### src/rtl/buffer_bank_reader_pkg.sv
// Shared types and constants for the frame-buffer bank reader.
package buffer_bank_reader_pkg;

    localparam int FIFO_DEPTH = 4;

    typedef enum logic [1:0] {
        ST_IDLE  = 2'd0,
        ST_FETCH = 2'd1,
        ST_DRAIN = 2'd2
    } state_t;

    // Width of a field that counts to n-1, never narrower than one bit.
    function automatic int safe_clog2(input int n);
        return (n <= 2) ? 1 : $clog2(n);
    endfunction

endpackage

### src/rtl/buffer_bank_reader_read_skid_fifo.sv
// Four-entry output FIFO for tagged read words; occupancy drives read throttling.
module read_skid_fifo
    import buffer_bank_reader_pkg::*;
#(
    parameter  int DATA_W = 35,
    localparam int PTR_W  = safe_clog2(FIFO_DEPTH),
    localparam int CNT_W  = safe_clog2(FIFO_DEPTH + 1)
) (
    input  logic              I_clk,
    input  logic              I_rst,
    input  logic              I_push,
    input  logic [DATA_W-1:0] I_push_data,
    input  logic              I_pop,
    output logic              O_valid,
    output logic [DATA_W-1:0] O_data,
    output logic [CNT_W-1:0]  O_count
);

    logic [DATA_W-1:0] r_mem [FIFO_DEPTH];
    logic [PTR_W-1:0]  r_wr_ptr;
    logic [PTR_W-1:0]  r_rd_ptr;
    logic [CNT_W-1:0]  r_count;
    logic              w_pop;

    assign w_pop = I_pop && (r_count != '0);

    always_ff @(posedge I_clk) begin
        if (I_rst) begin
            r_wr_ptr <= '0;
            r_rd_ptr <= '0;
            r_count  <= '0;
        end else begin
            if (I_push) r_wr_ptr <= r_wr_ptr + PTR_W'(1);
            if (w_pop)  r_rd_ptr <= r_rd_ptr + PTR_W'(1);
            case ({I_push, w_pop})
                2'b10:   r_count <= r_count + CNT_W'(1);
                2'b01:   r_count <= r_count - CNT_W'(1);
                default: r_count <= r_count;
            endcase
        end
    end

    // NOTE: storage is left unreset; the head word is masked to zero while empty,
    // so stale contents are never visible and the array maps cleanly onto RAM.
    always_ff @(posedge I_clk) begin
        if (I_push) r_mem[r_wr_ptr] <= I_push_data;
    end

    assign O_valid = (r_count != '0);
    assign O_data  = O_valid ? r_mem[r_rd_ptr] : '0;
    assign O_count = r_count;

endmodule

### src/rtl/buffer_bank_reader.sv
// Frame-buffer read engine: locks the newest completed bank and streams it out per SPI channel.
// Optional repeat-last-frame behaviour is enabled by defining BUFFER_BANK_READER_REPEAT_EN.
module buffer_bank_reader
    import buffer_bank_reader_pkg::*;
#(
    parameter  int BLOCK_WIDTH       = 32,
    parameter  int BLOCK_DEPTH       = 480,
    parameter  int BANK_COUNT        = 3,
    parameter  int BLOCK_COUNT       = 4,
    parameter  int SPI_CHANNEL_COUNT = 3,
    localparam int BANK_W = safe_clog2(BANK_COUNT),
    localparam int BLK_W  = safe_clog2(BLOCK_COUNT),
    localparam int ADDR_W = safe_clog2(BLOCK_DEPTH),
    localparam int CH_W   = safe_clog2(SPI_CHANNEL_COUNT)
) (
    input  logic                   I_clk,
    input  logic                   I_rst,
    input  logic                   I_bank_done,
    input  logic [BANK_W-1:0]      I_bank_done_id,
    input  logic                   I_frame_start,
    output logic                   O_busy,
    output logic [BANK_W-1:0]      O_read_bank,
    output logic                   O_bram_rd_en,
    output logic [BLK_W-1:0]       O_bram_block,
    output logic [ADDR_W-1:0]      O_bram_addr,
    input  logic [BLOCK_WIDTH-1:0] I_bram_data,
    output logic [BLOCK_WIDTH-1:0] O_data,
    output logic [CH_W-1:0]        O_channel,
    output logic                   O_last,
    output logic                   O_valid,
    input  logic                   I_ready,
    output logic                   O_frame_done,
    output logic                   O_frame_skipped
);

    localparam int FIFO_W = BLOCK_WIDTH + CH_W + 1;
    localparam int CNT_W  = safe_clog2(FIFO_DEPTH + 1);
    localparam logic [ADDR_W-1:0] LAST_ADDR = ADDR_W'(BLOCK_DEPTH - 1);
    localparam logic [BLK_W-1:0]  LAST_BLK  = BLK_W'(BLOCK_COUNT - 1);
    localparam logic [CH_W-1:0]   LAST_CH   = CH_W'(SPI_CHANNEL_COUNT - 1);

    state_t              r_state;
    state_t              w_next_state;
    logic [BANK_W-1:0]   r_latest;
    logic [BANK_W-1:0]   r_read_bank;
    logic                r_have_new;
    logic [BLK_W-1:0]    r_blk;
    logic [ADDR_W-1:0]   r_addr;
    logic [CH_W-1:0]     r_ch;
    logic                r_inflight;
    logic [CH_W-1:0]     r_inflight_ch;
    logic                r_inflight_last;
    logic                r_frame_done;
    logic                r_frame_skipped;

    logic                w_can_repeat;
    logic                w_idle_start;
    logic                w_start_ok;
    logic                w_refuse;
    logic                w_busy;
    logic                w_rd_en;
    logic                w_final_rd;
    logic                w_fire_last;
    logic [CNT_W-1:0]    w_pending;
    logic                w_fifo_valid;
    logic [FIFO_W-1:0]   w_fifo_data;
    logic [CNT_W-1:0]    w_fifo_count;

`ifdef BUFFER_BANK_READER_REPEAT_EN
    logic r_ever_done;

    always_ff @(posedge I_clk) begin
        if (I_rst)            r_ever_done <= 1'b0;
        else if (I_bank_done) r_ever_done <= 1'b1;
    end

    assign w_can_repeat = r_ever_done;
`else
    assign w_can_repeat = 1'b0;
`endif

    assign w_idle_start = I_frame_start && (r_state == ST_IDLE);
    assign w_start_ok   = w_idle_start && (r_have_new || w_can_repeat);
    assign w_refuse     = w_idle_start && !w_start_ok;
    assign w_pending    = w_fifo_count + CNT_W'(r_inflight);
    assign w_final_rd   = w_rd_en && (r_addr == LAST_ADDR) && (r_blk == LAST_BLK);
    assign w_fire_last  = w_fifo_valid && I_ready && w_fifo_data[0];

    always_ff @(posedge I_clk) begin
        if (I_rst) r_state <= ST_IDLE;
        else       r_state <= w_next_state;
    end

    // NOTE: every combinational output gets a default first so no path can infer a latch.
    always_comb begin
        w_next_state = r_state;
        case (r_state)
            ST_IDLE:  if (w_start_ok)  w_next_state = ST_FETCH;
            ST_FETCH: if (w_final_rd)  w_next_state = ST_DRAIN;
            ST_DRAIN: if (w_fire_last) w_next_state = ST_IDLE;
            default:                   w_next_state = ST_IDLE;
        endcase
    end

    // Reads stop while buffered plus in-flight words would overrun the FIFO.
    always_comb begin
        w_busy  = (r_state != ST_IDLE);
        w_rd_en = (r_state == ST_FETCH) && (w_pending < CNT_W'(FIFO_DEPTH));
    end

    // NOTE: sequential state uses non-blocking assignment so every flop samples pre-edge values.
    always_ff @(posedge I_clk) begin
        if (I_rst) begin
            r_latest        <= '0;
            r_have_new      <= 1'b0;
            r_read_bank     <= '0;
            r_blk           <= '0;
            r_addr          <= '0;
            r_ch            <= '0;
            r_inflight      <= 1'b0;
            r_inflight_ch   <= '0;
            r_inflight_last <= 1'b0;
            r_frame_done    <= 1'b0;
            r_frame_skipped <= 1'b0;
        end else begin
            if (w_start_ok) begin
                r_have_new  <= 1'b0;
                r_read_bank <= r_latest;
                r_blk       <= '0;
                r_addr      <= '0;
                r_ch        <= '0;
            end
            // A completion in the same cycle as a start is kept for the next frame.
            if (I_bank_done) begin
                r_latest   <= I_bank_done_id;
                r_have_new <= 1'b1;
            end
            if (w_rd_en) begin
                if (r_blk == LAST_BLK) begin
                    r_blk  <= '0;
                    r_ch   <= '0;
                    r_addr <= (r_addr == LAST_ADDR) ? '0 : r_addr + ADDR_W'(1);
                end else begin
                    r_blk <= r_blk + BLK_W'(1);
                    r_ch  <= (r_ch == LAST_CH) ? '0 : r_ch + CH_W'(1);
                end
            end
            r_inflight      <= w_rd_en;
            r_inflight_ch   <= r_ch;
            r_inflight_last <= w_final_rd;
            r_frame_done    <= (r_state == ST_DRAIN) && w_fire_last;
            r_frame_skipped <= w_refuse;
        end
    end

    read_skid_fifo #(
        .DATA_W (FIFO_W)
    ) u_fifo (
        .I_clk       (I_clk),
        .I_rst       (I_rst),
        .I_push      (r_inflight),
        .I_push_data ({I_bram_data, r_inflight_ch, r_inflight_last}),
        .I_pop       (I_ready),
        .O_valid     (w_fifo_valid),
        .O_data      (w_fifo_data),
        .O_count     (w_fifo_count)
    );

    assign O_busy          = w_busy;
    assign O_read_bank     = w_busy ? r_read_bank : '0;
    assign O_bram_rd_en    = w_rd_en;
    assign O_bram_block    = r_blk;
    assign O_bram_addr     = r_addr;
    assign O_valid         = w_fifo_valid;
    assign O_data          = w_fifo_data[FIFO_W-1 -: BLOCK_WIDTH];
    assign O_channel       = w_fifo_data[CH_W:1];
    assign O_last          = w_fifo_data[0];
    assign O_frame_done    = r_frame_done;
    assign O_frame_skipped = r_frame_skipped;

endmodule

### config.mk
export PLATFORM = sky130hd
export DESIGN_NAME = buffer_bank_reader
export DESIGN_NICKNAME = d
export VERILOG_FILES = /design/src/rtl/buffer_bank_reader_pkg.sv /design/src/rtl/buffer_bank_reader_read_skid_fifo.sv /design/src/rtl/buffer_bank_reader.sv
export SDC_FILE = /design/constraint.sdc
export NUM_CORES = 1
export LEC_CHECK = 0
export ABC_CLOCK_PERIOD_IN_PS = 5040
export CAP_MARGIN = 40
export CORE_UTILIZATION = 43
export CTS_CLUSTER_DIAMETER = 50
export DETAILED_ROUTE_END_ITERATION = 12
export SETUP_SLACK_MARGIN = 0.4
export SLEW_MARGIN = 15
export SYNTH_ARGS = -nofsm -noshare
export SYNTH_HDL_FRONTEND = slang
export SYNTH_SLANG_ARGS = --single-unit
### constraint.sdc
create_clock -name I_clk -period 5.04 [get_ports I_clk]
set_clock_uncertainty 0.1 [all_clocks]
set_input_delay 1.26 -clock I_clk [delete_from_list [all_inputs] [get_ports I_clk]]
set_output_delay 1.26 -clock I_clk [all_outputs]
set_load 0.05 [all_outputs]
**Run 1: clock distribution**

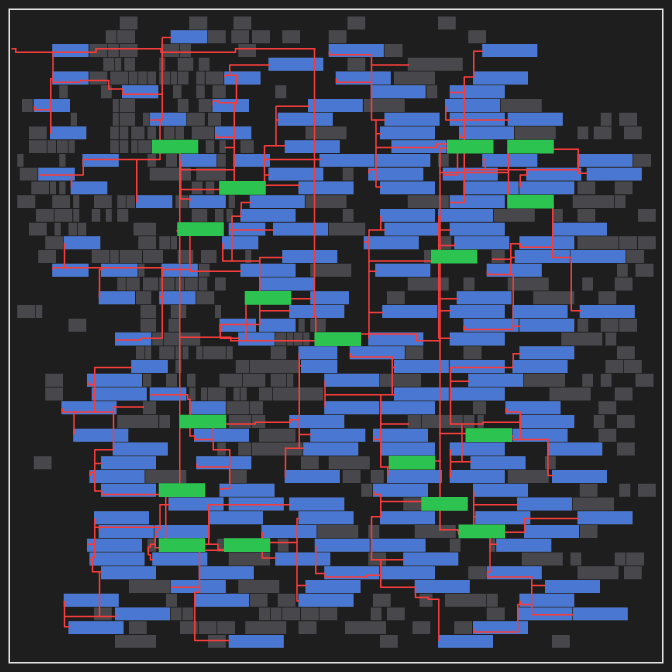
clock wires: in red, length 1,860 microns. clock-net drivers: in green, count 17. flip-flops: in blue, count 175.
Position of the flops: all over the die.
clock share of power: 33.2%
Late-Pin Clk Latency: 0.42 ns
clock network power: 1180 uW

**Run 1: sizing map**

The bar under the picture is 50 microns long.
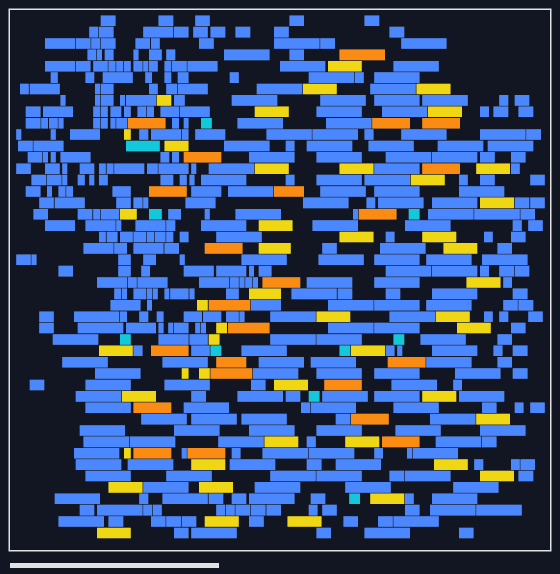
x2: in yellow, cells 47, most used mux4_2. x1 and smaller: in blue, cells 437, most used edfxtp_1. x6 and larger: in orange, cells 23, most used clkbuf_16. x3 and x4: in cyan, cells 10.
PnR worst setup slack: 0.937 ns
Signal buffers: 100

**Run 1: clock routing**

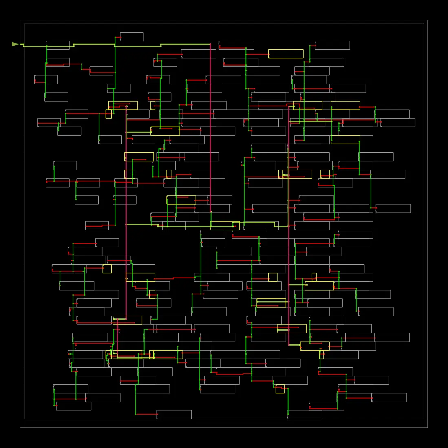
flop count: 175
CTS buffer count: 17
CTS sink cnt: 175
CLK BUF: 19

**Run 1: signal wires on met4**

The bar under the picture is 50 microns long.
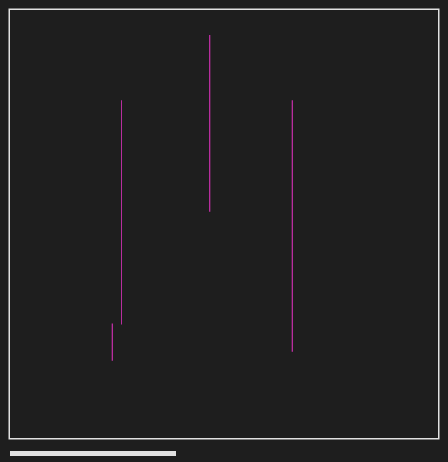
The wires run mostly vertical. The layer carries 207 microns of wire. 2 nets have wire on it. The longest straight run is 75.5 microns.
via count: 3,787
final WL: 13,100 microns

==> flow_metrics.tcl, run 1 <==
# yosys + openroad results
set metrics [dict create \
    maxPowerGroup "sequential cells" \
    met2_length_microns 6460 \
    max_cap_viol_count 0 \
    p_total_uw 3560 \
    dieArea_sq_um 16700 \
    ys_types 51 \
    synth_cells 405 \
    ant_nets 0 \
    fmax_ghz 0.244 \
    crit_cells 4 \
    rr_worst_depth 9 \
    chipHeight_microns 129 \
    nets 551 \
    max_flop_register "u_fifo.r_mem" \
    route.detailed.drc 0 \
    drt_first_pass_iters 4 \
    p_int_uw 2550 \
    tool_warnings 29 \
    die_w_microns 129 \
    reg2reg_slack_ns 2.10 \
    cp-end-kind "output port" \
    cts_hold_buffers 0 \
    min_to "r_read_bank[0]" \
    synth_flops 175 \
    synth_area_sq_um 6940 \
    edf_count 140 \
    grt_overflow_total 0 \
    grt_pass1_wl_microns 20700 \
    first_iter_violations 237 \
    status "complete, no violations" \
    fin_tns_setup_ns 0 \
    grt_start_max_net_pins 27 \
]
## run 1: cell type report
type / count / area [sq um]
Clock buffer: 19 / 433
Inverter: 10 / 37.5
Sequential cell: 175 / 4910
Multi-Input combinational cell: 200 / 1900
Clock inverter: 13 / 98.8
Timing Repair Buffer: 100 / 1060
Tap cell: 216 / 270
Fill cell: 1260 / 7120
## run 1: kinds of logic (layout without fill, tap and decap cells)
family	Yosys count	in the layout	synth area share, %
AND/OR/NAND/NOR	116	116	9.63
multiplexers	40	40	12.3
AND-OR/OR-AND	29	29	2.96
adder cells (fa/ha/maj)	8	8	1.55
XOR/XNOR	7	7	0.883
buffers and inverters	30	142	2.04
flip-flops	175	175	70.7
**Run 1: pin map**

Pins as bars across the die edge, other pins in grey.
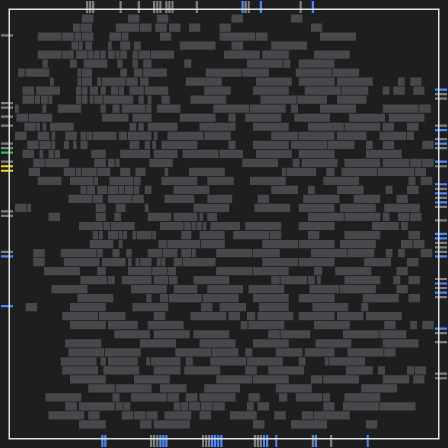

## Run 2: what changed since run 1
--- a/config.mk
+++ b/config.mk
@@ -5,7 +5,7 @@
 export SDC_FILE = /design/constraint.sdc
 export NUM_CORES = 1
 export LEC_CHECK = 0
-export ABC_CLOCK_PERIOD_IN_PS = 5040
+export ABC_CLOCK_PERIOD_IN_PS = 4200
 export CAP_MARGIN = 40
 export CORE_UTILIZATION = 43
 export CTS_CLUSTER_DIAMETER = 50
==> constraint.sdc (replaced) <==
create_clock -name I_clk -period 4.2 [get_ports I_clk]
set_clock_uncertainty 0.1 [all_clocks]
set_input_delay 1.05 -clock I_clk [delete_from_list [all_inputs] [get_ports I_clk]]
set_output_delay 1.05 -clock I_clk [all_outputs]
set_load 0.05 [all_outputs]
**Run 2: pin map**

Pins as bars across the die edge, other pins in grey.
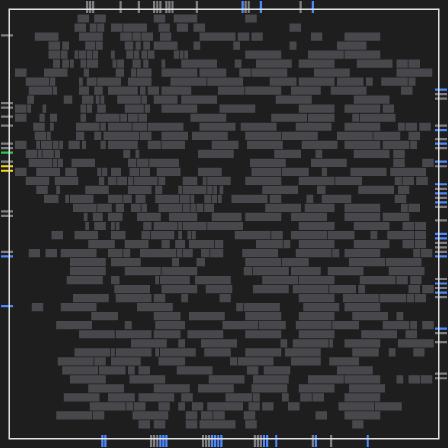
I_bank_done: in green, pins 1, direction input, edge west. O_bram_block: in yellow, pins 2, direction output, edge west. I_bram_data: in blue, pins 32, direction input, edge 14 south, 13 east, 3 north, 2 west.
die span in y: 129 microns
Port Buffers: 91

==> run 2 against run 1 <==
  * The flow now finishes with violations (design-rule violations)
  * Wire length up 0.36%
  * Critical path depth did not move
  * Synthesized cell count unchanged
  * Final area is 1.7% higher
  * Clock-buffer cell count unchanged
  * Sequential share of layout area decreased by 0.90 points
  * Power increased by 30%
  * Sequential power grew 19%
  * Synthesized area did not move
  * Global-route usage is 0.15 points lower
==> flow_metrics.tcl, run 2 <==
# yosys + openroad results
set metrics [dict create \
    grt_start_max_net_pins 27 \
    first_iter_violations 187 \
    grt_overflow_total 0 \
    crit_cells 4 \
    clock_sinks 175 \
    drt_first_pass_iters 8 \
    route.detailed.drc 1 \
    met2_length_microns 6450 \
    edf_count 140 \
    ys_types 51 \
    p_total_uw 4630 \
    synth_cells 405 \
    grt_pass1_wl_microns 20400 \
    setup_ws_ns 0.534 \
    die_w_microns 129 \
    fin_tns_setup_ns 0 \
    fmax_ghz 0.273 \
    rr_worst_depth 9 \
    cts_made_buffers 17 \
    cp-end-kind "output port" \
    max_flop_register "u_fifo.r_mem" \
    dieArea_sq_um 16700 \
    reg2reg_slack_ns 1.62 \
    synth_flops 175 \
    status "finished with violations" \
    clock_latency_ns 0.42 \
    ant_nets 0 \
    min_to "r_read_bank[0]" \
    synth_area_sq_um 6940 \
    failed_checks "design-rule violations" \
    tool_warnings 29 \
]
**Run 2: signal wires on met4**

The bar under the picture is 50 microns long.
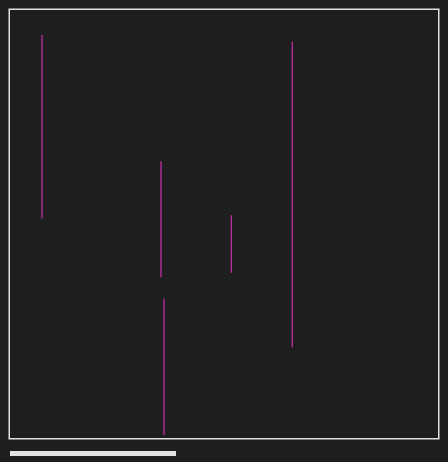
The longest straight run is 91.8 microns. 3 nets have wire on it. The layer carries 239 microns of wire.
via count: 3,789
final WL: 13,200 microns

-- run 2: cell counts after synthesis --
Identical to the previous run, type by type.
-- run 2: area by class of cell --
cell class,instances,area [sq um]
Sequential cell,175,4910
Tap cell,216,270
Inverter,10,37.5
Timing Repair Buffer,104,1060
Clock inverter,13,241
Clock buffer,19,433
Fill cell,1261,6970
Multi-Input combinational cell,200,1900
-- run 2: kinds of logic (layout without fill, tap and decap cells) --
group,Yosys count,in the layout,share of synthesized area (%)
flops,175,175,70.7
compound gates,29,29,2.96
simple gates,116,116,9.63
buf+inv,30,146,2.04
mux,40,40,12.3
xor+xnor,7,7,0.883
fa+ha+maj,8,8,1.55
-- run 2: power by group --
group	switching, uW	leakage [uW]	internal (uW)
clock	605	0.000320	1170
combinational	571	0.00104	370
sequential	19.7	0.00154	1900
total	1200	0.00290	3430
Power and IR drop assume default switching activity.
